Where the registers sit:
Bar = 100 µm.
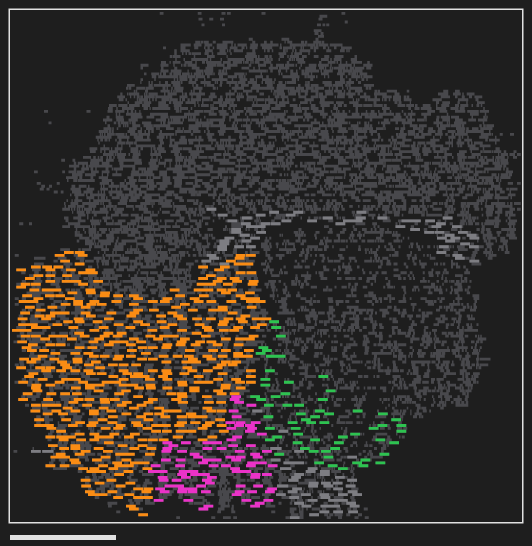
Wiring by layer:
Bar = 100 µm. Only two layers are drawn.
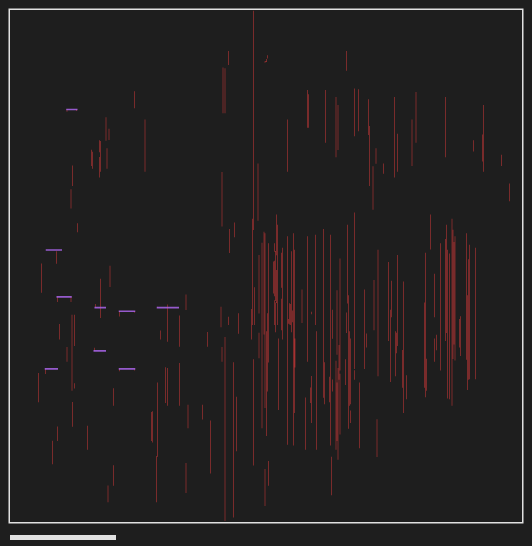
Cells coloured by class:
Bar = 100 µm.
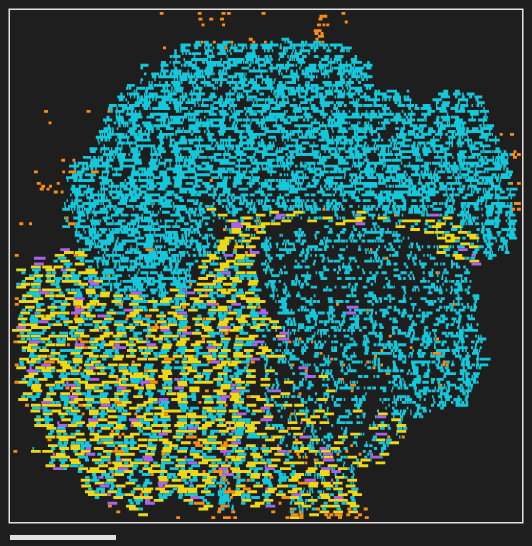
Routing congestion map:
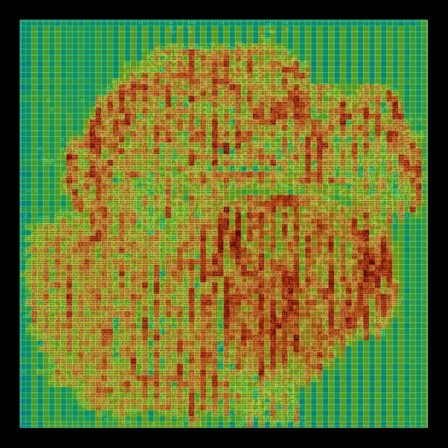
## config.mk

```make
export PLATFORM = sky130hd
export DESIGN_NAME = requant_sequencer
export DESIGN_NICKNAME = d
export VERILOG_FILES = /design/src/rtl/requant_sequencer.sv
export SDC_FILE = /design/constraint.sdc
export NUM_CORES = 2
export LEC_CHECK = 0
export CAP_MARGIN = 40
export CORE_UTILIZATION = 35
export DETAILED_ROUTE_END_ITERATION = 6
export PLACE_DENSITY = 0.55
export SLEW_MARGIN = 20
export SYNTH_ARGS = -nofsm -noshare
export SYNTH_HDL_FRONTEND = slang
export SYNTH_SLANG_ARGS = --single-unit
```

## constraint.sdc

```tcl
create_clock -name clk -period 30.7 [get_ports clk]
set_input_delay 6.14 -clock clk [delete_from_list [all_inputs] [get_ports clk]]
set_output_delay 6.14 -clock clk [all_outputs]
set_load 0.03 [all_outputs]
```

## src/rtl/requant_sequencer.sv

```systemverilog
// requant_sequencer
//
// Streams signed 32-bit accumulators from the MAC array drain through a
// per-channel requantizer and emits int8 activations. Each accepted sample is
// tagged with a running channel index that selects MULT/SHIFT from an internal
// table, and travels with its in_last flag.
//
// Pipeline (all registers advance together on en):
//   s1  : product = acc * MULT[ch]   (signed 32x32 -> 64), SHIFT/ch/last latched
//   s2  : round-half-up arithmetic right shift by SHIFT
//   s3  : saturate to int8 (or [0,127] with fused ReLU)
//   out : output register
// Accept at edge N -> out_valid after edge N+3, one sample per cycle.
//
// Handshake: a transfer happens on an edge where valid and ready are both high
// on the same side. en = ~out_valid | out_ready; in_ready = en (gated while the
// internal reset is still asserted). out_* hold while out_valid & ~out_ready.
// There is no combinational path from in_valid to out_valid.
//
// Ports:
//   clk, rst_n             clock (rising edge), async active-low reset
//   in_valid/in_ready      accumulator input handshake
//   in_acc[31:0]           signed accumulator
//   in_last                last sample of frame (channel counter returns to 0)
//   out_valid/out_ready    int8 output handshake
//   out_q[7:0]             signed int8 result
//   out_ch[CH_W-1:0]       channel index of out_q
//   out_last               in_last carried with its sample
//   cfg_we/cfg_addr        table write strobe / entry
//   cfg_mult[31:0]         signed multiplier
//   cfg_shift[5:0]         right shift 0..63
//   busy                   any pipeline register holds valid data
//
// Build option: define REQUANT_RELU_EN to clamp the lower bound to 0 (fused
// ReLU). Ports are the same in both builds.

module requant_sequencer #(
  parameter int NUM_CH = 16,
  parameter int CH_W   = $clog2(NUM_CH)
) (
  input  logic            clk,
  input  logic            rst_n,
  input  logic            in_valid,
  output logic            in_ready,
  input  logic [31:0]     in_acc,
  input  logic            in_last,
  output logic            out_valid,
  input  logic            out_ready,
  output logic [7:0]      out_q,
  output logic [CH_W-1:0] out_ch,
  output logic            out_last,
  input  logic            cfg_we,
  input  logic [CH_W-1:0] cfg_addr,
  input  logic [31:0]     cfg_mult,
  input  logic [5:0]      cfg_shift,
  output logic            busy
);

  localparam bit FULL_TABLE = (NUM_CH == (1 << CH_W));
  localparam logic signed [63:0] SAT_HI = 64'sd127;
`ifdef REQUANT_RELU_EN
  localparam logic signed [63:0] SAT_LO = 64'sd0;
`else
  localparam logic signed [63:0] SAT_LO = -64'sd128;
`endif

  // ---------------------------------------------------------------------------
  // Reset synchronizer: assertion is immediate, release is aligned to clk.
  // ---------------------------------------------------------------------------
  logic [1:0] rst_sync_q;
  logic       rst_int_n;

  always_ff @(posedge clk or negedge rst_n) begin
    if (!rst_n) rst_sync_q <= 2'b00;
    else        rst_sync_q <= {rst_sync_q[0], 1'b1};
  end

  assign rst_int_n = rst_sync_q[1];

  // ---------------------------------------------------------------------------
  // State
  // ---------------------------------------------------------------------------
  logic signed [31:0] mult_q  [NUM_CH];
  logic signed [31:0] mult_d  [NUM_CH];
  logic [5:0]         shift_q [NUM_CH];
  logic [5:0]         shift_d [NUM_CH];

  logic [CH_W-1:0]    ch_q, ch_d;

  logic               s1_valid_q, s1_valid_d;
  logic signed [63:0] s1_prod_q,  s1_prod_d;
  logic [5:0]         s1_shift_q, s1_shift_d;
  logic [CH_W-1:0]    s1_ch_q,    s1_ch_d;
  logic               s1_last_q,  s1_last_d;

  logic               s2_valid_q, s2_valid_d;
  logic signed [63:0] s2_r_q,     s2_r_d;
  logic [CH_W-1:0]    s2_ch_q,    s2_ch_d;
  logic               s2_last_q,  s2_last_d;

  logic               s3_valid_q, s3_valid_d;
  logic [7:0]         s3_q_q,     s3_q_d;
  logic [CH_W-1:0]    s3_ch_q,    s3_ch_d;
  logic               s3_last_q,  s3_last_d;

  logic               out_valid_q, out_valid_d;
  logic [7:0]         out_q_q,     out_q_d;
  logic [CH_W-1:0]    out_ch_q,    out_ch_d;
  logic               out_last_q,  out_last_d;

  // ---------------------------------------------------------------------------
  // Handshake and control
  // ---------------------------------------------------------------------------
  logic en;
  logic accept;
  logic busy_int;
  logic addr_ok;
  logic cfg_wr_en;

  assign en       = ~out_valid_q | out_ready;
  assign in_ready = en & rst_int_n;
  assign accept   = in_valid & in_ready;
  assign busy_int = s1_valid_q | s2_valid_q | s3_valid_q | out_valid_q;

  always_comb begin
    addr_ok = 1'b1;
    if (!FULL_TABLE) begin
      addr_ok = ({{(32-CH_W){1'b0}}, cfg_addr} < 32'(NUM_CH));
    end
  end

  // A table write is only safe when nothing in flight or being accepted could
  // observe a half-updated entry; otherwise it is silently dropped.
  assign cfg_wr_en = cfg_we & ~busy_int & ~accept & addr_ok;

  // ---------------------------------------------------------------------------
  // Datapath
  // ---------------------------------------------------------------------------
  logic signed [63:0] acc_ext;
  logic signed [63:0] mult_ext;
  logic signed [63:0] prod;
  logic signed [63:0] bias;
  logic signed [63:0] round_r;
  logic [7:0]         sat_q;

  // Stage 1: table lookup with the entry in force at the acceptance edge.
  always_comb begin
    acc_ext  = {{32{in_acc[31]}}, in_acc};
    mult_ext = {{32{mult_q[ch_q][31]}}, mult_q[ch_q]};
    prod     = acc_ext * mult_ext;
  end

  // Stage 2: adding half an LSB before the arithmetic shift rounds ties toward
  // +inf (e.g. -3 >> 1 -> -1, 3 >> 1 -> 2).
  always_comb begin
    bias    = 64'sd0;
    round_r = s1_prod_q;
    if (s1_shift_q != 6'd0) begin
      bias    = 64'sd1 <<< (s1_shift_q - 6'd1);
      round_r = (s1_prod_q + bias) >>> s1_shift_q;
    end
  end

  // Stage 3: clamp to the int8 range (or [0,127] in the ReLU build).
  always_comb begin
    if (s2_r_q > SAT_HI)      sat_q = SAT_HI[7:0];
    else if (s2_r_q < SAT_LO) sat_q = SAT_LO[7:0];
    else                      sat_q = s2_r_q[7:0];
  end

  // ---------------------------------------------------------------------------
  // Next-state logic
  // ---------------------------------------------------------------------------
  always_comb begin
    mult_d  = mult_q;
    shift_d = shift_q;
    if (cfg_wr_en) begin
      mult_d[cfg_addr]  = cfg_mult;
      shift_d[cfg_addr] = cfg_shift;
    end
  end

  always_comb begin
    ch_d = ch_q;
    if (accept) begin
      if (in_last || (ch_q == CH_W'(NUM_CH - 1))) ch_d = '0;
      else                                        ch_d = ch_q + 1'b1;
    end
  end

  always_comb begin
    s1_valid_d  = s1_valid_q;
    s1_prod_d   = s1_prod_q;
    s1_shift_d  = s1_shift_q;
    s1_ch_d     = s1_ch_q;
    s1_last_d   = s1_last_q;
    s2_valid_d  = s2_valid_q;
    s2_r_d      = s2_r_q;
    s2_ch_d     = s2_ch_q;
    s2_last_d   = s2_last_q;
    s3_valid_d  = s3_valid_q;
    s3_q_d      = s3_q_q;
    s3_ch_d     = s3_ch_q;
    s3_last_d   = s3_last_q;
    out_valid_d = out_valid_q;
    out_q_d     = out_q_q;
    out_ch_d    = out_ch_q;
    out_last_d  = out_last_q;

    if (en) begin
      s1_valid_d = accept;
      if (accept) begin
        s1_prod_d  = prod;
        s1_shift_d = shift_q[ch_q];
        s1_ch_d    = ch_q;
        s1_last_d  = in_last;
      end

      s2_valid_d = s1_valid_q;
      if (s1_valid_q) begin
        s2_r_d    = round_r;
        s2_ch_d   = s1_ch_q;
        s2_last_d = s1_last_q;
      end

      s3_valid_d = s2_valid_q;
      if (s2_valid_q) begin
        s3_q_d    = sat_q;
        s3_ch_d   = s2_ch_q;
        s3_last_d = s2_last_q;
      end

      // Payload only reloads from a valid stage so a bubble leaves the last
      // result visible but out_valid low.
      out_valid_d = s3_valid_q;
      if (s3_valid_q) begin
        out_q_d    = s3_q_q;
        out_ch_d   = s3_ch_q;
        out_last_d = s3_last_q;
      end
    end
  end

  // ---------------------------------------------------------------------------
  // Registers
  // ---------------------------------------------------------------------------
  always_ff @(posedge clk or negedge rst_int_n) begin
    if (!rst_int_n) begin
      for (int i = 0; i < NUM_CH; i++) begin
        mult_q[i]  <= 32'sd1;
        shift_q[i] <= 6'd0;
      end
    end else begin
      mult_q  <= mult_d;
      shift_q <= shift_d;
    end
  end

  always_ff @(posedge clk or negedge rst_int_n) begin
    if (!rst_int_n) begin
      ch_q        <= '0;
      s1_valid_q  <= 1'b0;
      s1_prod_q   <= '0;
      s1_shift_q  <= '0;
      s1_ch_q     <= '0;
      s1_last_q   <= 1'b0;
      s2_valid_q  <= 1'b0;
      s2_r_q      <= '0;
      s2_ch_q     <= '0;
      s2_last_q   <= 1'b0;
      s3_valid_q  <= 1'b0;
      s3_q_q      <= '0;
      s3_ch_q     <= '0;
      s3_last_q   <= 1'b0;
      out_valid_q <= 1'b0;
      out_q_q     <= '0;
      out_ch_q    <= '0;
      out_last_q  <= 1'b0;
    end else begin
      ch_q        <= ch_d;
      s1_valid_q  <= s1_valid_d;
      s1_prod_q   <= s1_prod_d;
      s1_shift_q  <= s1_shift_d;
      s1_ch_q     <= s1_ch_d;
      s1_last_q   <= s1_last_d;
      s2_valid_q  <= s2_valid_d;
      s2_r_q      <= s2_r_d;
      s2_ch_q     <= s2_ch_d;
      s2_last_q   <= s2_last_d;
      s3_valid_q  <= s3_valid_d;
      s3_q_q      <= s3_q_d;
      s3_ch_q     <= s3_ch_d;
      s3_last_q   <= s3_last_d;
      out_valid_q <= out_valid_d;
      out_q_q     <= out_q_d;
      out_ch_q    <= out_ch_d;
      out_last_q  <= out_last_d;
    end
  end

  // ---------------------------------------------------------------------------
  // Outputs
  // ---------------------------------------------------------------------------
  assign out_valid = out_valid_q;
  assign out_q     = out_q_q;
  assign out_ch    = out_ch_q;
  assign out_last  = out_last_q;
  assign busy      = busy_int;

endmodule

```

==> impl_metrics.py <==
# Physical implementation metrics
metrics = {
    "setup_path": {
        "reg2regPathDepth": 27,
        "cp.required_ns": 31.24,
        "r2r-start": "ch_q[0]",
        "regToRegEndpoint": "s1_prod_q[58]",
        "end_kind": "flop",
        "cp.arrival_ns": 14.78,
        "r2r_setup_slack_ns": 19.80,
        "worstSetupPathType": "input pin to flop",
        "crit_fanout": 32,
    },
    "route": {
        "via_count": 58600,
        "route.antenna.remaining_nets": 0,
        "firstDrtPassIters": 6,
        "via_per_inst": 5.49,
        "drt_iter0_drc": 4323,
        "drc": 0,
        "routed_wirelength_um": 261000,
        "post_drt_wl_per_cell_um": 24.4,
    },
    "sta": {
        "setup_viol": 0,
        "tightest_slew_ns": 0.995,
        "period_used_pct": 46.4,
        "rsz0062_at_grt": "false",
        "hold_viol_final": 0,
        "max_freq_mhz": 70.2,
        "drv_slew": 0,
        "slew_headroom_pct": 33.7,
        "skew_ns": 0.0488,
        "finalCriticalPeriod_ns": 14.24,
        "setup_slack_ns": 16.46,
        "setup_tns_ns": 0,
    },
    "clocking": {
        "clk_latency_ns": 0.69,
        "htree_levels": 3,
        "clockBufferDepth": 3,
        "cts.root.buffer_cell": "clkbuf_16",
        "post_cts_resized": 0,
        "numClockSinks": 788,
        "cts_tree": "done",
        "hold_buffers": 0,
        "cts_buffers": 82,
        "postCtsSetupBuffers": 0,
        "clk_pin_slew_ns": 0.06,
    },
    "synthesis": {
        "syn_nets": 9169,
        "ff_type": "dfrtp_1",
        "yosysUniqueCellTypes": 104,
        "syn_avg_cell_area_um2": 10.4,
        "edf_count": 0,
        "syn-cell-area_um2": 81100,
        "postSynthCellCount": 7758,
        "ys.flops": 788,
        "synthArstFlopShare_pct": 100,
        "yosysChipArea_um2": 81100,
        "synth_stat.cells": 7758,
        "postSynthSeqShare_pct": 24.4,
    },
    "global_route": {
        "grt-ovfl-total": 0,
        "grt_max_degree": 156,
        "grt_pass1_vias": 62200,
        "grt_pass1_wl_um": 401000,
        "antenna_found_initial": 16,
    },
    "cells_and_area": {
        "drive_above_1_share_pct": 16.7,
        "lay_top_count": "fa_1",
        "fillCellCount": 22500,
        "area_growth_pct": 8.89,
        "nets": 8978,
    },
    "worst_hold_path": {
        "hold_class": "flop to asynchronous set/reset pin",
    },
    "placement": {
        "io_buffers": 95,
        "place.detailed.hpwl_um": 196000,
        "gp_congestion": 0.958,
    },
    "die": {
        "row_count": 176,
        "die_w_um": 483,
        "die_area_um2": 234000,
        "coreArea_um2": 230000,
        "fp_util_pct": 35.2,
        "die.size.y_um": 483,
    },
    "outcome": {
        "status": "complete, no violations",
    },
    "run": {
        "warning_count": 32,
    },
}
Notes on 'where the registers sit' above:
| name in the netlist | colour | flops |
|---|---|---|
| `mult_q` | orange | 512 |
| `shift_q` | magenta | 96 |
| `s2_r_q` | green | 64 |

Notes on 'wiring by layer' above:
| layer | colour | wire length |
|---|---|---|
| M5 | purple | 113 µm |
| M4 | red | 10300 µm |

Notes on 'cells coloured by class' above:
| class | colour | cells | share of their area |
|---|---|---|---|
| remaining buffers and delay cells | orange | 252 | 2.9% |
| clock drivers and dummy loads | purple | 153 | 3.4% |
| registers | yellow | 788 | 23% |
| remaining logic cells | cyan | 6443 | 70% |

Notes on 'routing congestion map' above:
GRT Util Overall: 22.4%
final core occ: 38.4%

[area by class of cell]
cell class	instances	area [µm²]	share of cell area, %
antenna	7	17.5	0.0198
clock buffer	120	2380	2.69
clock inverter	33	504	0.571
inverter	983	3690	4.18
multi-input combinational	5460	55700	63.1
sequential	788	19800	22.4
tap	3026	3790	4.29
timing repair buffer	252	2460	2.78
[worst max path at each step]
stage	start	end	slack, ns	cells past startpoint
floorplan	rst_sync_q[1]	in_ready	5.60	1
global placement	in_acc[31]	s1_prod_q[58]	15.86	29
detailed placement	in_acc[31]	s1_prod_q[58]	15.77	27
CTS	in_acc[31]	s1_prod_q[58]	16.50	27
global route	in_acc[31]	s1_prod_q[58]	16.09	27
finish	in_acc[31]	s1_prod_q[58]	16.46	25
[stage by stage]
stage	cells	cell area [µm²]	utilization, %	hold slack (ns)
detailed placement	10500	85300	37.1	0.337
floorplan	7758	81100	-	0.331
global placement	10500	84800	36.9	0.324
global route	10700	88200	38.3	0.354
CTS	10700	88100	38.3	0.336
finish	10700	88300	38.4	0.326
[Yosys cell counts, types with 102 or more instances]
master / number / share of area [%]
mux4_2: 203 / 5.6
nor2_1: 272 / 1.3
nor3_1: 102 / 0.63
fa_1: 1083 / 27
a21oi_1: 242 / 1.5
and2_1: 536 / 4.1
o21ai_0: 216 / 1.3
dfrtp_1: 772 / 24
mux2_2: 678 / 9.4
inv_1: 982 / 4.5
clkbuf_1: 429 / 2.0
ha_1: 248 / 3.8
nand2_1: 809 / 3.7
[cell families after synthesis]
family	after synthesis	share of synthesized area (%)
other	1	0.00463
muxes	945	15.9
adders and majority gates	1331	30.6
and+or+nand+nor	2039	12.3
DFF	788	24.4
buffers and inverters	1510	7.10
AOI/OAI and AO/OA	1021	8.48
xor gates and xnor gates	123	1.36
[flip-flops by register name, indices dropped and copies added (netlist names), 6 cells and up]
name and cells:
mult_q 512, out_q 8, s1_prod_q 64, s1_shift_q 6
s2_r_q 64, s3_q_q 8, shift_q 96
[layer usage]
metal,track usage [%],part of all wire (%)
met5,0,0.043
met2,37.2,48
met1,29.7,42
met4,8.26,3.9
met3,3.15,5.1
[critical path, cell delays in order]
cell             delay [ns]
clkdlybuf4s50_1        0.45
buf_4                  0.34
nand2_1                0.15
inv_1                  0.17
fa_1                   0.47
fa_1                   0.56
fa_1                   0.70
fa_1                   0.97
inv_1                  0.38
fa_1                   0.59
inv_1                  0.06
fa_1                   0.57
fa_1                   0.45
fa_1                   0.47
ha_1                   0.38
a21oi_1                0.17
o21bai_1               0.09
a21o_1                 0.19
a21o_1                 0.19
a21o_1                 0.18
a221o_1                0.40
and3_1                 0.23
a31oi_1                0.20
xor2_1                 0.16
o21ai_0                0.09
